$ cat src/rtl/cpup_mem_pkg.sv
// ---------------------------------------------------------------------------
// cpup_mem_pkg : shared state encoding, control-word and bus-select constants
// Rev 1.0 - initial release
// ---------------------------------------------------------------------------
`default_nettype none

package cpup_mem_pkg;

  typedef enum logic [2:0] {
    ST_IDLE  = 3'd0,
    ST_ADDR  = 3'd1,
    ST_WAIT  = 3'd2,
    ST_LATCH = 3'd3,
    ST_READ  = 3'd4,
    ST_WRITE = 3'd5,
    ST_DONE  = 3'd6
  } state_t;

  typedef enum logic {
    OWN_FETCH = 1'b0,
    OWN_DATA  = 1'b1
  } owner_t;

  localparam logic [3:0] MC_NONE = 4'b0000;
  localparam logic [3:0] MC_ADDR = 4'b0001;
  localparam logic [3:0] MC_WE   = 4'b0010;
  localparam logic [3:0] MC_RD   = 4'b0100;
  localparam logic [3:0] MC_INST = 4'b1000;

  localparam logic [1:0] BS_NONE  = 2'b00;
  localparam logic [1:0] BS_PC    = 2'b01;
  localparam logic [1:0] BS_DADDR = 2'b10;
  localparam logic [1:0] BS_WDATA = 2'b11;

  localparam int WAIT_W = 4;

  typedef struct packed {
    logic [3:0] mem_ctrl;
    logic [1:0] bus_src;
    logic       fetch_done;
    logic       data_done;
    logic       data_load;
    logic       busy;
  } seq_out_t;

  // Output word for a given state; bus_src is only ever driven outside READ,
  // so the memory controller owns the bus alone while it reads.
  function automatic seq_out_t decode_outputs(state_t st, owner_t own);
    seq_out_t o;
    o          = '0;
    o.mem_ctrl = MC_NONE;
    o.bus_src  = BS_NONE;
    o.busy     = (st != ST_IDLE);
    case (st)
      ST_ADDR: begin
        o.mem_ctrl = MC_ADDR;
        o.bus_src  = (own == OWN_DATA) ? BS_DADDR : BS_PC;
      end
      ST_LATCH: o.mem_ctrl = MC_INST;
      ST_READ: begin
        o.mem_ctrl  = MC_RD;
        o.data_load = 1'b1;
      end
      ST_WRITE: begin
        o.mem_ctrl = MC_WE;
        o.bus_src  = BS_WDATA;
      end
      ST_DONE: begin
        o.fetch_done = (own == OWN_FETCH);
        o.data_done  = (own == OWN_DATA);
      end
      default: ;
    endcase
    return o;
  endfunction

endpackage

`default_nettype wire

$ cat src/rtl/mem_sequencer_if.sv
// ---------------------------------------------------------------------------
// mem_sequencer_if : requester handshake and memory-controller control bundle
// Rev 1.0 - initial release
// ---------------------------------------------------------------------------
`default_nettype none

interface mem_sequencer_if;

  logic       fetch_req;
  logic       fetch_done;
  logic       data_req;
  logic       data_we;
  logic       data_done;
  logic       data_load;
  logic [3:0] mem_ctrl;
  logic [1:0] bus_src;
  logic       busy;

  modport master (
    output fetch_req, data_req, data_we,
    input  fetch_done, data_done, data_load, mem_ctrl, bus_src, busy
  );

  modport slave (
    input  fetch_req, data_req, data_we,
    output fetch_done, data_done, data_load, mem_ctrl, bus_src, busy
  );

endinterface

`default_nettype wire

$ cat src/rtl/mem_arbiter.sv
// ---------------------------------------------------------------------------
// mem_arbiter : two-way fetch/data grant, fixed data priority or round-robin
// Rev 1.0 - initial release
// ---------------------------------------------------------------------------
`default_nettype none

module mem_arbiter
  import cpup_mem_pkg::*;
#(
  parameter int DATA_PRIORITY = 1
) (
  input  logic   clock,
  input  logic   reset_n,
  input  logic   arb_en,
  input  logic   fetch_req,
  input  logic   data_req,
  output logic   grant_valid,
  output owner_t grant_owner
);

  owner_t last_owner;

  always_comb begin
    grant_valid = fetch_req | data_req;
    grant_owner = data_req ? OWN_DATA : OWN_FETCH;
    if (fetch_req && data_req) begin
      if (DATA_PRIORITY != 0) begin
        grant_owner = OWN_DATA;
      end else begin
        grant_owner = (last_owner == OWN_DATA) ? OWN_FETCH : OWN_DATA;
      end
    end
  end

  // Pointer remembers the most recent winner, tie or not.
  always_ff @(posedge clock or negedge reset_n) begin
    if (!reset_n) begin
      last_owner <= OWN_FETCH;
    end else if (arb_en && grant_valid) begin
      last_owner <= grant_owner;
    end
  end

endmodule

`default_nettype wire

$ cat src/rtl/mem_sequencer.sv
// ---------------------------------------------------------------------------
// mem_sequencer : DRAM control-word sequencer and fetch/data port arbiter
// Rev 1.0 - initial release
// ---------------------------------------------------------------------------
`default_nettype none

module mem_sequencer
  import cpup_mem_pkg::*;
#(
  parameter int WAIT_CYCLES   = 1,
  parameter int DATA_PRIORITY = 1
) (
  input  logic           clock,
  input  logic           reset_n,
  mem_sequencer_if.slave bus
);

  generate
    if (WAIT_CYCLES < 0 || WAIT_CYCLES > 15) begin : g_wait_range_check
      $error("mem_sequencer: WAIT_CYCLES must be within 0..15");
    end
  endgenerate

  localparam int                WAIT_M1   = (WAIT_CYCLES > 0) ? WAIT_CYCLES - 1 : 0;
  localparam logic [WAIT_W-1:0] WAIT_LOAD = WAIT_W'(WAIT_M1);

  state_t            state;
  state_t            next_state;
  state_t            access_state;
  owner_t            owner;
  owner_t            next_owner;
  owner_t            grant_owner;
  logic              is_store;
  logic              next_is_store;
  logic [WAIT_W-1:0] wait_cnt;
  logic [WAIT_W-1:0] next_wait_cnt;
  logic              arb_en;
  logic              grant_valid;
  seq_out_t          out_q;
  seq_out_t          next_out;

  assign arb_en       = (state == ST_IDLE);
  assign access_state = (owner == OWN_DATA) ? ST_READ : ST_LATCH;

  mem_arbiter #(
    .DATA_PRIORITY (DATA_PRIORITY)
  ) u_arbiter (
    .clock       (clock),
    .reset_n     (reset_n),
    .arb_en      (arb_en),
    .fetch_req   (bus.fetch_req),
    .data_req    (bus.data_req),
    .grant_valid (grant_valid),
    .grant_owner (grant_owner)
  );

  always_ff @(posedge clock or negedge reset_n) begin
    if (!reset_n) begin
      state    <= ST_IDLE;
      owner    <= OWN_FETCH;
      is_store <= 1'b0;
      wait_cnt <= '0;
      out_q    <= '0;
    end else begin
      state    <= next_state;
      owner    <= next_owner;
      is_store <= next_is_store;
      wait_cnt <= next_wait_cnt;
      out_q    <= next_out;
    end
  end

  always_comb begin
    next_state    = state;
    next_owner    = owner;
    next_is_store = is_store;
    next_wait_cnt = wait_cnt;
    case (state)
      ST_IDLE: begin
        if (grant_valid) begin
          next_state    = ST_ADDR;
          next_owner    = grant_owner;
          next_is_store = (grant_owner == OWN_DATA) && bus.data_we;
        end
      end
      ST_ADDR: begin
        if ((owner == OWN_DATA) && is_store) begin
          next_state = ST_WRITE;
        end else if (WAIT_CYCLES == 0) begin
          next_state = access_state;
        end else begin
          next_state    = ST_WAIT;
          next_wait_cnt = WAIT_LOAD;
        end
      end
      ST_WAIT: begin
        if (wait_cnt == '0) begin
          next_state = access_state;
        end else begin
          next_wait_cnt = wait_cnt - 1'b1;
        end
      end
      ST_LATCH, ST_READ, ST_WRITE: next_state = ST_DONE;
      ST_DONE:                     next_state = ST_IDLE;
      default:                     next_state = ST_IDLE;
    endcase
    // Outputs are registered from the next state so they line up with it.
    next_out = decode_outputs(next_state, next_owner);
  end

  assign bus.mem_ctrl   = out_q.mem_ctrl;
  assign bus.bus_src    = out_q.bus_src;
  assign bus.fetch_done = out_q.fetch_done;
  assign bus.data_done  = out_q.data_done;
  assign bus.data_load  = out_q.data_load;
  assign bus.busy       = out_q.busy;

endmodule

`default_nettype wire

$ cat src/flat_wrapper.sv
// flat-port wrapper written by rule: the top's interface ports become plain ports
module mem_sequencer_flat import cpup_mem_pkg::*;
#(
  parameter int WAIT_CYCLES   = 1,
  parameter int DATA_PRIORITY = 1
)
  (clock, reset_n, bus_fetch_req, bus_data_req, bus_data_we, bus_fetch_done, bus_data_done, bus_data_load, bus_mem_ctrl, bus_bus_src, bus_busy);
  mem_sequencer_if bus_i ();
  input  logic clock;
  input  logic reset_n;
  input wire logic [$bits(bus_i.fetch_req)-1:0] bus_fetch_req;
  input wire logic [$bits(bus_i.data_req)-1:0] bus_data_req;
  input wire logic [$bits(bus_i.data_we)-1:0] bus_data_we;
  output wire logic [$bits(bus_i.fetch_done)-1:0] bus_fetch_done;
  output wire logic [$bits(bus_i.data_done)-1:0] bus_data_done;
  output wire logic [$bits(bus_i.data_load)-1:0] bus_data_load;
  output wire logic [$bits(bus_i.mem_ctrl)-1:0] bus_mem_ctrl;
  output wire logic [$bits(bus_i.bus_src)-1:0] bus_bus_src;
  output wire logic [$bits(bus_i.busy)-1:0] bus_busy;
  assign bus_i.fetch_req = bus_fetch_req;
  assign bus_i.data_req = bus_data_req;
  assign bus_i.data_we = bus_data_we;
  assign bus_fetch_done = bus_i.fetch_done;
  assign bus_data_done = bus_i.data_done;
  assign bus_data_load = bus_i.data_load;
  assign bus_mem_ctrl = bus_i.mem_ctrl;
  assign bus_bus_src = bus_i.bus_src;
  assign bus_busy = bus_i.busy;
  mem_sequencer #(.WAIT_CYCLES(WAIT_CYCLES), .DATA_PRIORITY(DATA_PRIORITY)) u_core (.clock(clock), .reset_n(reset_n), .bus(bus_i));
endmodule
$ cat config.mk
export PLATFORM = sky130hd
export DESIGN_NAME = mem_sequencer_flat
export DESIGN_NICKNAME = d
export VERILOG_FILES = /design/src/rtl/cpup_mem_pkg.sv /design/src/rtl/mem_sequencer_if.sv /design/src/rtl/mem_arbiter.sv /design/src/rtl/mem_sequencer.sv /design/src/flat_wrapper.sv
export SDC_FILE = /design/constraint.sdc
export NUM_CORES = 1
export LEC_CHECK = 0
export CORE_UTILIZATION = 49
export DETAILED_ROUTE_END_ITERATION = 10
export PLACE_DENSITY = 0.84
export SYNTH_ARGS = -nofsm -noshare
export SYNTH_HDL_FRONTEND = slang
export SYNTH_SLANG_ARGS = --single-unit
$ cat constraint.sdc
create_clock -name clock -period 2.2 [get_ports clock]
set_input_delay 0.44 -clock clock [delete_from_list [all_inputs] [get_ports clock]]
set_output_delay 0.44 -clock clock [all_outputs]
set_load 0.05 [all_outputs]
### PDN straps and rails, run 1

Drawn at 12 px/um. Pins as bars on the die edge.
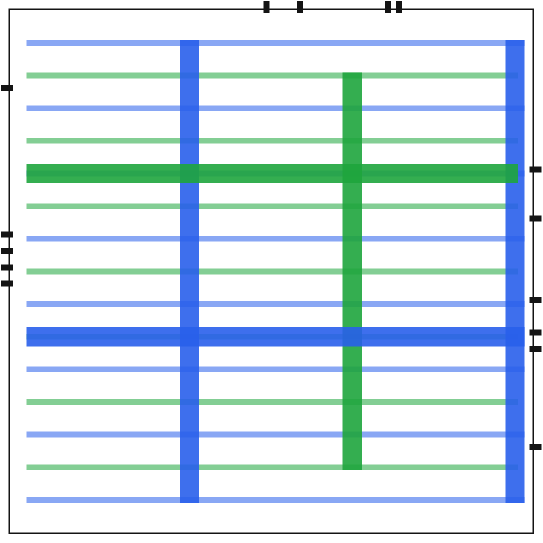
VDD: marked green. VSS: marked blue.
15 met1 rails follow the rows. 15 signal pins sit on the boundary. 2 straps on met5.
Peak VDD IR: 0.805 mV
die boundary width: 43.5 um
Core Box Area: 0.00156 mm2
y dimension of the die: 43.5 um

### Routed metal per tile, run 1

Drawn at 8 px/um. The die is cut into 9 by 9 equal tiles; dark purple is low, yellow is high, scaled to the fullest tile. Values are wire area over tile area, all layers added.
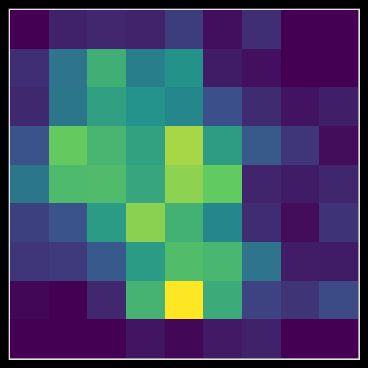
28% of the tiles are over half the peak. The mean over all tiles is 0.12. The densest ninth of the die: centre. The emptiest ninth of the die: upper right. 16% of the tiles are nearly empty.
vias: 651
final WL: 1450 um
average wire per standard cell: 13.1 um

### Where the registers sit, run 1

Drawn at 8 px/um. Other sequential cells in the stronger grey, the rest of the logic in the fainter grey.
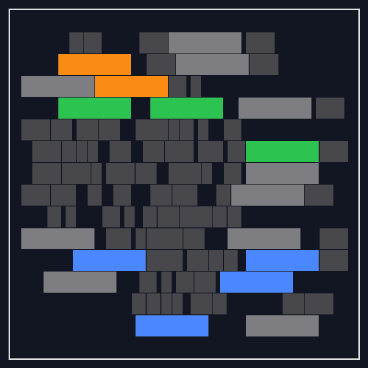
u_core.bus.bus_src: marked orange, sequential cells 2. u_core.state: marked green, sequential cells 3. u_core.wait_cnt: marked blue, sequential cells 4.
Another 10 sequential cells are not coloured.
flip-flop and latch area: 475 um2
Final Core Density: 66.2%
sequential logic power: 0.558 mW
register share of the cell area: 46.1%

### Drive-strength map, run 1

Drawn at 6 px/um.
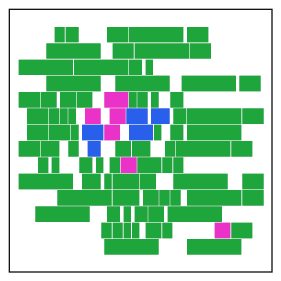
_0 and _1 cells: marked green, cells 83. _3 and _4 cells: marked magenta, cells 6. _2 cells: marked blue, cells 5.
total non-filler cell area in the finished layout: 0.00103 mm2
setup slack after layout: 0.337 ns
Non-Clock Buffer Count: 16

==> run notes, run 1 <==
Implementation numbers.

- The run finished, with violations left.
- The checks that failed: DRC.
- Per the synth log, the flip-flop and latch total comes to 19.
- The number of clock sinks is 19.
- The total combinational power is 0.735 mW.
- In this run the deepest clock path goes through 2 buffers.
- The clock network is responsible for a little under an eighth of the overall power.
- Listed in order, past its start point the critical path passes clkdlybuf4s50_1.
- Among all stages on the critical path, the largest delay is contributed by sky130_fd_sc_hd__clkdlybuf4s50_1.
- The top routing layer in use is met4.
- The area share of the largest cell type after synthesis is about 56%.
- TritonCTS built the clock tree.
- The met3 usage is under 10%.
- The worst reg-to-reg path cell count is 5.
- The congestion estimate from routability-driven global placement came to about 0.75.
- The register-to-register setup slack is ~0.44 ns.
- There are 19 flip-flops and latches.
- The yosys warning tally is 0.
- The script parses the final routing iteration and logs DRC violations as 3.
- After synthesis, the cell types taking the most area are sky130_fd_sc_hd__dfrtp_1 (56%), sky130_fd_sc_hd__ha_1 (3.0%), sky130_fd_sc_hd__o21ai_0 (3.0%), sky130_fd_sc_hd__inv_1 (2.7%), sky130_fd_sc_hd__a21oi_1 (2.4%).
- For this run, the number of standard cells in the final layout without fillers is ~110.
- Total power for the finished layout comes to 1.46 mW.
- The cell type with the largest total area after synthesis is sky130_fd_sc_hd__dfrtp_1.
- In the floorplan report the effective utilization is 54.3%.
- Setup total negative slack on the finished layout was measured at 0 ns.
- Looking at the post-CTS report, the setup buffer insertion count equals 0.
- According to the finish report, the design has a final net count of a little over 100.
- The combined buffer and inverter count along the critical path is 1.
- Per the OpenROAD floorplan log, the area of the die is 0.00190 mm2.
- The synthesized instance count is 76.
- The upper clock frequency limit is ~540 MHz.
- The number of antenna diodes in the final layout is 0.
- The worst register-to-register path ends at u_core.bus.busy$_DFF_PN0_.
==> run 2: changes to the inputs <==
==> constraint.sdc (replaced) <==
create_clock -name clock -period 1.8 [get_ports clock]
set_input_delay 0.36 -clock clock [delete_from_list [all_inputs] [get_ports clock]]
set_output_delay 0.36 -clock clock [all_outputs]
set_load 0.05 [all_outputs]
### PDN straps and rails, run 2

Drawn at 12 px/um. Pins as bars on the die edge.
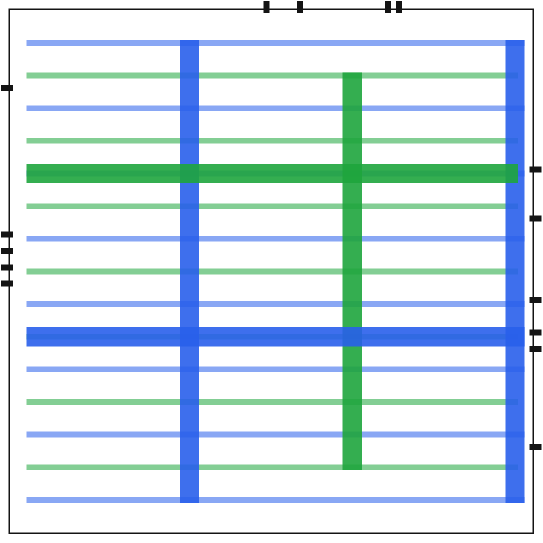
VDD: marked green. VSS: marked blue.
15 met1 rails follow the rows. 2 straps on met5.
Peak VDD IR: 1.02 mV

### Where the registers sit, run 2

Drawn at 8 px/um. Other sequential cells in the stronger grey, the rest of the logic in the fainter grey.
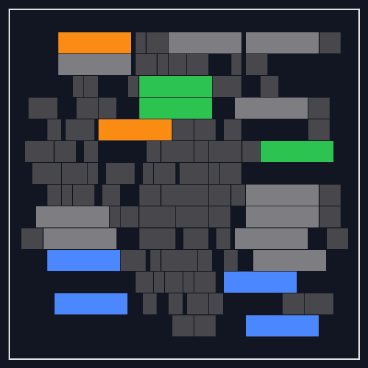
Final Core Density: 67.7%
register share of the cell area: 45.1%
sequential logic power: 0.633 mW

==> run 2 against run 1 <==
Against the previous run:
- the run still ends with DRC left
- utilization rose by 1.4 points
- hold slack got worse by 0.090 ns
- sequential share of layout area fell by 0.98 points
- worst setup slack got worse by 0.22 ns
- sequential power rose by 13%
- flip-flop count did not move
- total power rose by 25%
- first-iteration DRC count fell by 7.7%
- cell count rose by 3.6%
- count of clock-buffer cells in the layout did not move
- synthesized area did not move
- die area did not move
- largest cell class unchanged
- largest power group unchanged
- highest routed layer unchanged
==> run notes, run 2 <==
Implementation numbers.

- The run finished, with violations left.
- The final reports fail on DRC.
- The number of cells produced by synthesis is 76 (unchanged).
- The per-cell routed wire length is 13.1 um (-0.64%).
- Signal nets in the final route climb as high as met4.
- The total number of vias is 656 (+0.77%).
- OpenSTA, run right after detailed placement, puts the worst setup slack at 0.0405 ns.
- The final net count came to 106 (+3.9%).
- The combined buffer and inverter count along the critical path is 1 (unchanged).
- The filler-free cell count of the finished design is 114 (+3.6%).
- The fraction of the yosys area taken by sequential cells is a little under three fifths.
- The flop count was 19 (unchanged).
- The sequential cell area was 475 um2 (unchanged).
- The post-CTS setup buffer count came to 0 (unchanged).
- The number of inserted diodes is 0 (unchanged).
- The routed length on met3 is between 50 and 60 um.
- The sum of routed wire length over all layers is 1490 um (+3.0%).
- The number of clock sinks is 19 (unchanged).
- The area share of the largest cell type after synthesis came to 56.2% (unchanged).
- The register bit total from synthesis came to 19 (unchanged).
- The y dimension of the die came to 43.5 um (unchanged).
- The cell type with the largest total area after synthesis is sky130_fd_sc_hd__dfrtp_1.
- The number of design rule violations left after detail routing is 4 (+1).
- The number of filler instances in the final layout is between 100 and 150.
- Summing all placed instances gives a cell area of 0.00101 mm2.
- The total chip power is 1.83 mW (+25%).
- The yosys warning tally is 0 (unchanged).
- The critical path's slowest cell is sky130_fd_sc_hd__or3b_2.
- The capture point of the worst reg-to-reg path is u_core.bus.busy$_DFF_PN0_.
- The core box area is 0.00156 mm2 (unchanged).
- The start point of the critical path is u_core.wait_cnt[0]$_DFFE_PN0P_.
- The worst reg-to-reg path cell count is 5 (unchanged).
- The floorplan-stage core utilization was 54.3% (unchanged).
- The setup TNS is 0 ns (unchanged).
- Traced cell by cell, the critical path runs through inv_1 > ha_1 > or3b_2 > o311ai_2 > nand4_1.
- The placer congestion estimate came to 0.795 (+6.4%).
- The met2 wire length is 682 um.
- The post-route worst setup slack is 0.121 ns (-0.217 ns).
- The multiplexer area fraction after synthesis is 0%.
- Per the timing report, the achievable frequency comes out to 595 MHz.
- The horizontal die dimension is 43.5 um (unchanged).
- The chip footprint is 0.00190 mm2 (unchanged).
- The cell area after layout was 0.00105 mm2 (+2.2%).
- By area the synthesized netlist is led by sky130_fd_sc_hd__dfrtp_1 (56%), sky130_fd_sc_hd__ha_1 (3.0%), sky130_fd_sc_hd__o21ai_0 (3.0%), sky130_fd_sc_hd__inv_1 (2.7%), sky130_fd_sc_hd__a21oi_1 (2.4%).
- The portion of total power attributed to the clock network was 11.4% (about the same).
### Routed metal per tile, run 2

Drawn at 8 px/um. The die is cut into 9 by 9 equal tiles; dark purple is low, yellow is high, scaled to the fullest tile. Values are wire area over tile area, all layers added.
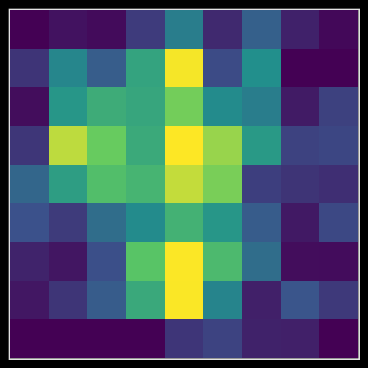

==> run 3: changes to the inputs <==
--- a/config.mk
+++ b/config.mk
@@ -7,7 +7,7 @@
 export LEC_CHECK = 0
 export CORE_UTILIZATION = 49
 export DETAILED_ROUTE_END_ITERATION = 10
-export PLACE_DENSITY = 0.84
+export PLACE_DENSITY = 0.79
 export SYNTH_ARGS = -nofsm -noshare
 export SYNTH_HDL_FRONTEND = slang
 export SYNTH_SLANG_ARGS = --single-unit
### Routed metal per tile, run 3

Drawn at 8 px/um. The die is cut into 9 by 9 equal tiles; dark purple is low, yellow is high, scaled to the fullest tile. Values are wire area over tile area, all layers added.
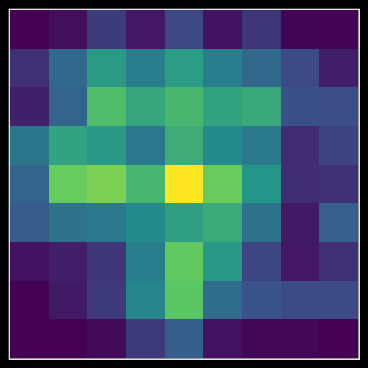
The mean over all tiles is 0.14. 26% of the tiles are over half the peak. The densest ninth of the die: centre. The emptiest ninth of the die: lower left. The fullest tile reaches 0.43.
average wire per standard cell: 14.5 um
overall global routing resource usage: 20.0%
vias: 667
final WL: 1640 um

==> run 3 against run 2 <==
Against the previous run:
- the flow still finishes with violations (DRC)
- flip-flop count is the same
- clock skew grew 0.0043 ns
- worst setup slack lost 0.017 ns
- sequential share of layout area shrank 0.16 points
- maximum frequency shrank 1.0%
==> run notes, run 3 <==
Implementation numbers.

- The cell area after layout is 0.00106 mm2 (+0.36%).
- The capture point of the worst reg-to-reg path is u_core.bus.busy$_DFF_PN0_.
- The placer congestion estimate is 0.747 (-6.1%).
- The filler-free cell count of the finished design is 113 (-0.88%).
- The fraction of the yosys area taken by sequential cells is 56.2% (unchanged).
- The total chip power is 1.87 mW (+2.2%).
- The number of inserted diodes is 0 (unchanged).
- After synthesis, the cell types taking the most area are sky130_fd_sc_hd__dfrtp_1 (56%), sky130_fd_sc_hd__ha_1 (3.0%), sky130_fd_sc_hd__o21ai_0 (3.0%), sky130_fd_sc_hd__inv_1 (2.7%), sky130_fd_sc_hd__a21oi_1 (2.4%).
- The largest total area in the synthesized netlist belongs to sky130_fd_sc_hd__dfrtp_1.
- The number of cells produced by synthesis is 76 (unchanged).
- The flop share of the area is 44.9% (-0.16 points).
- The chip footprint came to 0.00190 mm2 (unchanged).
- The y dimension of the die is 43.5 um (unchanged).
- The area share of the largest cell type after synthesis is 56.2% (unchanged).
- The routed length on met3 is 72 um (+41%).
- The worst ir drop on vdd is 1.12 mV (+9.2%).
- The portion of total power attributed to the clock network is 11.2% (-0.2 points).
- The checks that failed: DRC.
- The number of clock sinks was 19 (unchanged).
- The number of vias per cell after detailed routing is 5.90.
- The number of filler instances in the final layout is 131 (+12%).
- Among all stages on the critical path, the largest delay is contributed by sky130_fd_sc_hd__or3b_2.
- The flow ran to the end, but the final reports show violations.
- The register bit total from synthesis came to 19 (unchanged).
- The launch point of the critical path was reported as u_core.wait_cnt[0]$_DFFE_PN0P_.
- The post-CTS setup buffer count is 0 (unchanged).
- The flip-flop and latch power is 0.634 mW (about the same).
- The number of design rule violations left after detail routing is 2 (-2).
- The combined buffer and inverter count along the critical path was 1 (unchanged).
- Listed in order, past its start point the critical path passes inv_1 > ha_1 > or3b_2 > o311ai_4 > nand4_1.
- The worst reg-to-reg path cell count came to 5 (unchanged).
- The floorplan-stage core utilization is 54.3% (unchanged).
- The setup slack after placement is -0.0645 ns (-0.105 ns).
- The highest metal layer carrying signal wires in the routed design is met4.
- The instance area at placement is 0.00101 mm2 (-0.50%).
- The final net count is 105 (-0.94%).
- The horizontal die dimension came to 43.5 um (unchanged).
- The flop count was 19 (unchanged).
### Drive-strength map, run 3

Drawn at 6 px/um.
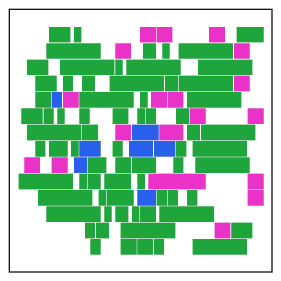
_2 cells: marked blue, cells 7. _3 and _4 cells: marked magenta, cells 19. _0 and _1 cells: marked green, cells 71.
layout overhead on the synthesized area: 25.1%
Non-Clock Buffer Count: 19
setup slack after layout: 0.104 ns

Power figures rest on the tool's default switching activity, not on a simulated workload.
